## src/rtl/hdmi_mode_sequencer.sv

```systemverilog
// Sequences NTSC/PAL mode changes for the HDMI output stage: qualify the request,
// wait for a frame boundary, mute audio, reset the stage across the switch, then unmute.
module hdmi_mode_sequencer #(
  parameter logic        PAL_DEFAULT    = 1'b0,
  parameter int unsigned STABLE_CYCLES  = 1024,
  parameter int unsigned MUTE_CYCLES    = 256,
  parameter int unsigned RESET_CYCLES   = 64,
  parameter int unsigned TIMEOUT_CYCLES = 1048576
) (
  input  logic        clk_pixel,
  input  logic        reset_n,
  input  logic        pal_mode_req,
  input  logic        include_audio_req,
  input  logic [10:0] cx,
  input  logic [9:0]  cy,
  output logic        pal_mode,
  output logic        hdmi_reset,
  output logic        include_audio,
  output logic        switching,
  output logic [7:0]  switch_count
);

  typedef enum logic [2:0] {
    S_INIT       = 3'd0,
    S_IDLE       = 3'd1,
    S_QUALIFY    = 3'd2,
    S_WAIT_FRAME = 3'd3,
    S_MUTE       = 3'd4,
    S_RESET      = 3'd5,
    S_RECOVER    = 3'd6
  } state_t;

  localparam logic [19:0] STABLE_LAST  = 20'(STABLE_CYCLES - 1);
  localparam logic [19:0] MUTE_LAST    = 20'(MUTE_CYCLES - 1);
  localparam logic [19:0] RESET_LAST   = 20'(RESET_CYCLES - 1);
  localparam logic [19:0] TIMEOUT_LAST = 20'(TIMEOUT_CYCLES - 1);

  state_t      state_q, state_d;
  logic [19:0] cnt_q, cnt_d;
  logic        req_meta_q, req_s_q;
  logic        pal_q, pal_d;
  logic        hdmi_reset_q, hdmi_reset_d;
  logic        audio_q, audio_d;
  logic        switching_q, switching_d;
  logic        from_reset_q, from_reset_d;
  logic [7:0]  count_q, count_d;
  logic        frame_start_s;
  logic        mismatch_s;

  // The HDMI stage's counters are meaningless while it is held in reset.
  assign frame_start_s = (cx == 11'd0) && (cy == 10'd0) && !hdmi_reset_q;
  assign mismatch_s    = (req_s_q != pal_q);

  always_comb begin
    state_d      = state_q;
    cnt_d        = cnt_q + 20'd1;
    pal_d        = pal_q;
    from_reset_d = from_reset_q;
    count_d      = count_q;
    case (state_q)
      S_INIT: begin
        if (cnt_q == RESET_LAST) state_d = S_RECOVER;
        else                     state_d = S_INIT;
      end
      S_IDLE: begin
        if (mismatch_s) state_d = S_QUALIFY;
        else            state_d = S_IDLE;
      end
      S_QUALIFY: begin
        if (!mismatch_s)               state_d = S_IDLE;
        else if (cnt_q == STABLE_LAST) state_d = S_WAIT_FRAME;
        else                           state_d = S_QUALIFY;
      end
      S_WAIT_FRAME: begin
        if (!mismatch_s)                                  state_d = S_IDLE;
        else if (frame_start_s || cnt_q == TIMEOUT_LAST) state_d = S_MUTE;
        else                                              state_d = S_WAIT_FRAME;
      end
      S_MUTE: begin
        if (cnt_q == MUTE_LAST) state_d = S_RESET;
        else                    state_d = S_MUTE;
      end
      S_RESET: begin
        if (cnt_q == RESET_LAST) state_d = S_RECOVER;
        else                     state_d = S_RESET;
      end
      S_RECOVER: begin
        if (frame_start_s || cnt_q == TIMEOUT_LAST) state_d = S_IDLE;
        else                                         state_d = S_RECOVER;
      end
      default: state_d = S_INIT;
    endcase

    if (state_d != state_q || state_q == S_IDLE) cnt_d = 20'd0;
    else                                         cnt_d = cnt_q + 20'd1;

    // Mode flips on the same edge that raises hdmi_reset.
    if (state_q == S_MUTE && state_d == S_RESET) pal_d = ~pal_q;
    else                                         pal_d = pal_q;

    if (state_d == S_RECOVER && state_q != S_RECOVER) from_reset_d = (state_q == S_RESET);
    else                                              from_reset_d = from_reset_q;

    if (state_q == S_RECOVER && state_d == S_IDLE && from_reset_q) count_d = count_q + 8'd1;
    else                                                           count_d = count_q;

    hdmi_reset_d = (state_d == S_INIT) || (state_d == S_RESET);
    switching_d  = (state_d != S_IDLE);
    if (state_d == S_IDLE || state_d == S_QUALIFY || state_d == S_WAIT_FRAME)
      audio_d = include_audio_req;
    else
      audio_d = 1'b0;
  end

  // Request synchroniser, state, counter and registered outputs.
  always_ff @(posedge clk_pixel or negedge reset_n) begin
    if (!reset_n) begin
      req_meta_q   <= PAL_DEFAULT;
      req_s_q      <= PAL_DEFAULT;
      state_q      <= S_INIT;
      cnt_q        <= 20'd0;
      pal_q        <= PAL_DEFAULT;
      hdmi_reset_q <= 1'b1;
      audio_q      <= 1'b0;
      switching_q  <= 1'b1;
      from_reset_q <= 1'b0;
      count_q      <= 8'd0;
    end else begin
      req_meta_q   <= pal_mode_req;
      req_s_q      <= req_meta_q;
      state_q      <= state_d;
      cnt_q        <= cnt_d;
      pal_q        <= pal_d;
      hdmi_reset_q <= hdmi_reset_d;
      audio_q      <= audio_d;
      switching_q  <= switching_d;
      from_reset_q <= from_reset_d;
      count_q      <= count_d;
    end
  end

  assign pal_mode      = pal_q;
  assign hdmi_reset    = hdmi_reset_q;
  assign include_audio = audio_q;
  assign switching     = switching_q;
  assign switch_count  = count_q;

endmodule

```

## config.mk

```make
export PLATFORM = sky130hd
export DESIGN_NAME = hdmi_mode_sequencer
export DESIGN_NICKNAME = d
export VERILOG_FILES = /design/src/rtl/hdmi_mode_sequencer.sv
export SDC_FILE = /design/constraint.sdc
export NUM_CORES = 1
export LEC_CHECK = 0
export ABC_AREA = 1
export CAP_MARGIN = 40
export CORE_MARGIN = 8
export CORE_UTILIZATION = 35
export DETAILED_ROUTE_END_ITERATION = 8
export PLACE_DENSITY = 0.57
export SYNTH_ARGS = -nofsm -noshare
export SYNTH_HDL_FRONTEND = slang
export SYNTH_SLANG_ARGS = --single-unit
```

## constraint.sdc

```tcl
create_clock -name clk_pixel -period 2.4 [get_ports clk_pixel]
set_input_delay 0.48 -clock clk_pixel [delete_from_list [all_inputs] [get_ports clk_pixel]]
set_output_delay 0.48 -clock clk_pixel [all_outputs]
set_load 0.01 [all_outputs]
```

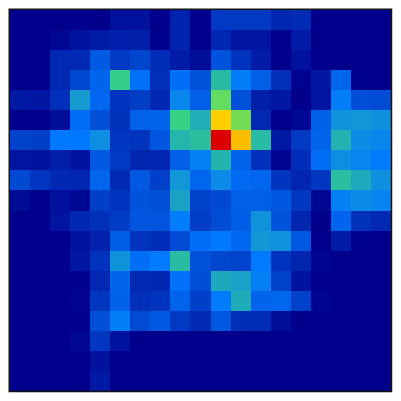
Fig. 1. Wire density map.
Drawn at 4 px/um. 19 x 19 tiles, from dark blue (low) to red (high), scaled to the fullest tile. Values are wire area over tile area, all layers added.
The emptiest ninth of the die: bottom right. The fullest tile reaches 0.73. 1.4% of the tiles are over half the peak.

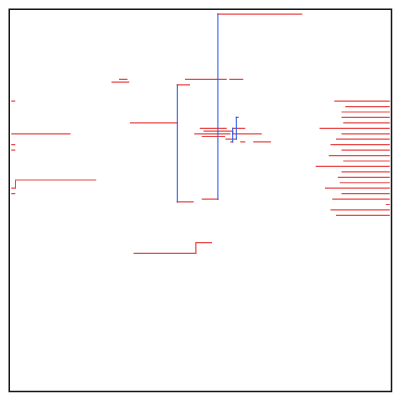
Fig. 2. Routed metal, one colour a layer.
Drawn at 4 px/um. Only two layers are drawn.
Blue shows met4, wire length 84.3 um. Red shows met3, wire length 451 um.
Wirelength per Cell: 11.8 um
Detailed Route WL: 4490 um
total number of vias: 1776
All-Layer GR Usage: 10.9%

==> results.ini <==
[logic_synthesis]
synth-simple-area-share_pct = 37.1
common_cells = nand2_1 (45), dfrtp_1 (36), nor2_1 (32)
synthCells = 259
edf_count = 0
yosys_register_bits = 38
yosys.area.top_type_share_pct = 41.0
yosys_warnings = 0
area_leaders = dfrtp_1 (41%), nand2_1 (7.7%), nor2_2 (7.7%), nor2_1 (5.5%), xor2_1 (4.8%)
ys_top_logic_family = simple AND/OR/NAND/NOR gates
syn-cell-area_um2 = 2200
synth-main-ff-cell = dfrtp_1
xor_area_share_pct = 9.17
synthDistinctLibCells = 31
avgSynthCellArea_um2 = 8.48
ys_cells = 259
aoi_share_pct = 2.39
syn-num-nets = 286
yosysMostFrequentCell = nand2_1
yosys_area_um2 = 2200
async_reset_ff_share_pct = 100
ys_sh_adder_pct = 1.14
synth.area.mux_share_pct = 0.513

[global_routing]
grt_max_degree = 22
use_met2_pct = 16.3
top_usage_layer = met2
grt_overflow = 0
antenna_found_initial = 0
use_met1_pct = 14.0
grt_pass1_wl_um = 7910
grt_pass1_vias = 1737
met3_usage_pct = 3.46

[power]
cellPowerDensity_nw_per_um2 = 443
power.leakage_nw = 1.29
power.total_mw = 1.23
peakVddDrop_mv = 0.285

[setup_path]
reg2reg_slack_ps = 340
start_kind = register
slowest_delay_ps = 410
crit_fanout = 20
cp_common_cell = nand2_2
crit_chain = ha_1 > nand3_2 > inv_2 > nand2_4 > inv_4 > nand3_4 > nand2_2 > nand2_2 > nand3_1 > a21oi_1 > nand4_2 > buf_12 > nor2_2
worstPathRequired_ps = 2630
crit_path_end_kind = register
endpoint = cnt_q[4]
reg2regPathDepth = 13
path_buffers = 3
regToRegStartpoint = cnt_q[0]
critPathTopFamily = simple AND/OR/NAND/NOR gates
path_depth = 13
slowest_stage = dfrtp_1
crit_start = cnt_q[0]
arrival_ps = 2290
crit_type = register to register
reg2reg_to = cnt_q[4]

[hold_path]
hold_path_class = primary input to async pin

[clock_tree]
clock-root-buffer = clkbuf_8
cts-buffers-inserted = 5
cts_setup_buffers = 0
ctsResizeCount = 0
clkLatencyLatePin_ps = 290
cts_tree = yes
cts_buffer_depth = 2
clkTransAtPathRegs_ps = 80
htreeDepth = 2
holdBufCountCts = 0
cts_sinks = 38

[placement]
place_area_um2 = 2680
routabilityCongestion = 0.960
dp.cells = 373
io_buffer_count = 36
pre_cts_ws_ps = 64.8

[drt]
wl_met1_um = 2060
detail-route-antenna-nets = 0
wl_met2_um = 1890
drt_iter0_drc = 108
via_per_inst = 4.66
top_layer_used = met4
met3_wirelength_um = 451
dr.pass1.iters = 4
drc = 0

[final_timing]
setup_ws_ps = 336
rsz0062_at_grt = false
tns_ps = 0
fmax_ghz = 0.484
drv_slew = 0
hold_ws_ps = 135
slew_headroom_pct = 68.9
fin_skew_ps = 7.93
setup_viol = 0
worst-slew-pin-transition_ps = 466
period_needed_ps = 2060
hold_viol = 0

[layout]
finalNetCount = 330
instances_no_fill = 381
layout-drive-gt1-share_pct = 21.1
area_growth_pct = 26.9
diodes = 0
lay_top_cells = nand2_1 (45), dfrtp_1 (36), clkdlybuf4s50_1 (35), nor2_1 (32), nor2_2 (27)
final_area_um2 = 2790
final_common_cell = nand2_1

[floorplan]
io_pins = 37
die_area_um2 = 9060
rows = 29
die_h_um = 95.2

[run]
cap_violations = 0

[status]
status = complete, no violations

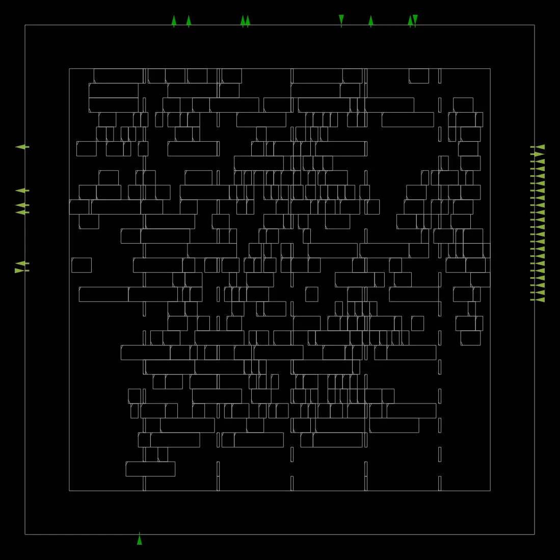
Fig. 3. Placement view.
Seq/total area: 34.2%
core area: 6200 um2
final core occ: 44.9%

cell type report:
type | count | area (um2)
Timing Repair Buffer | 39 | 410
Multi-Input combinational cell | 189 | 1100
Fill cell | 620 | 3420
Inverter | 30 | 115
Clock buffer | 7 | 76.3
Sequential cell | 38 | 953
Clock inverter | 1 | 30.0
Tap cell | 77 | 96.3
power breakdown:
part / switching [mW] / total (mW) / internal (mW)
clock network: 0.218 / 0.529 / 0.311
registers: 0.000681 / 0.643 / 0.642
logic: 0.0215 / 0.0624 / 0.0409
total: 0.241 / 1.23 / 0.994
flip-flops by register name, indices dropped and copies added, names as in the netlist:
signal,count
pal_mode,1
req_meta_q,1
state_q,3
include_audio,1
req_s_q,1
switching,1
hdmi_reset,1
cnt_q,20
from_reset_q,1
switch_count,8
Power figures rest on the tool's default switching activity, not on a simulated workload.
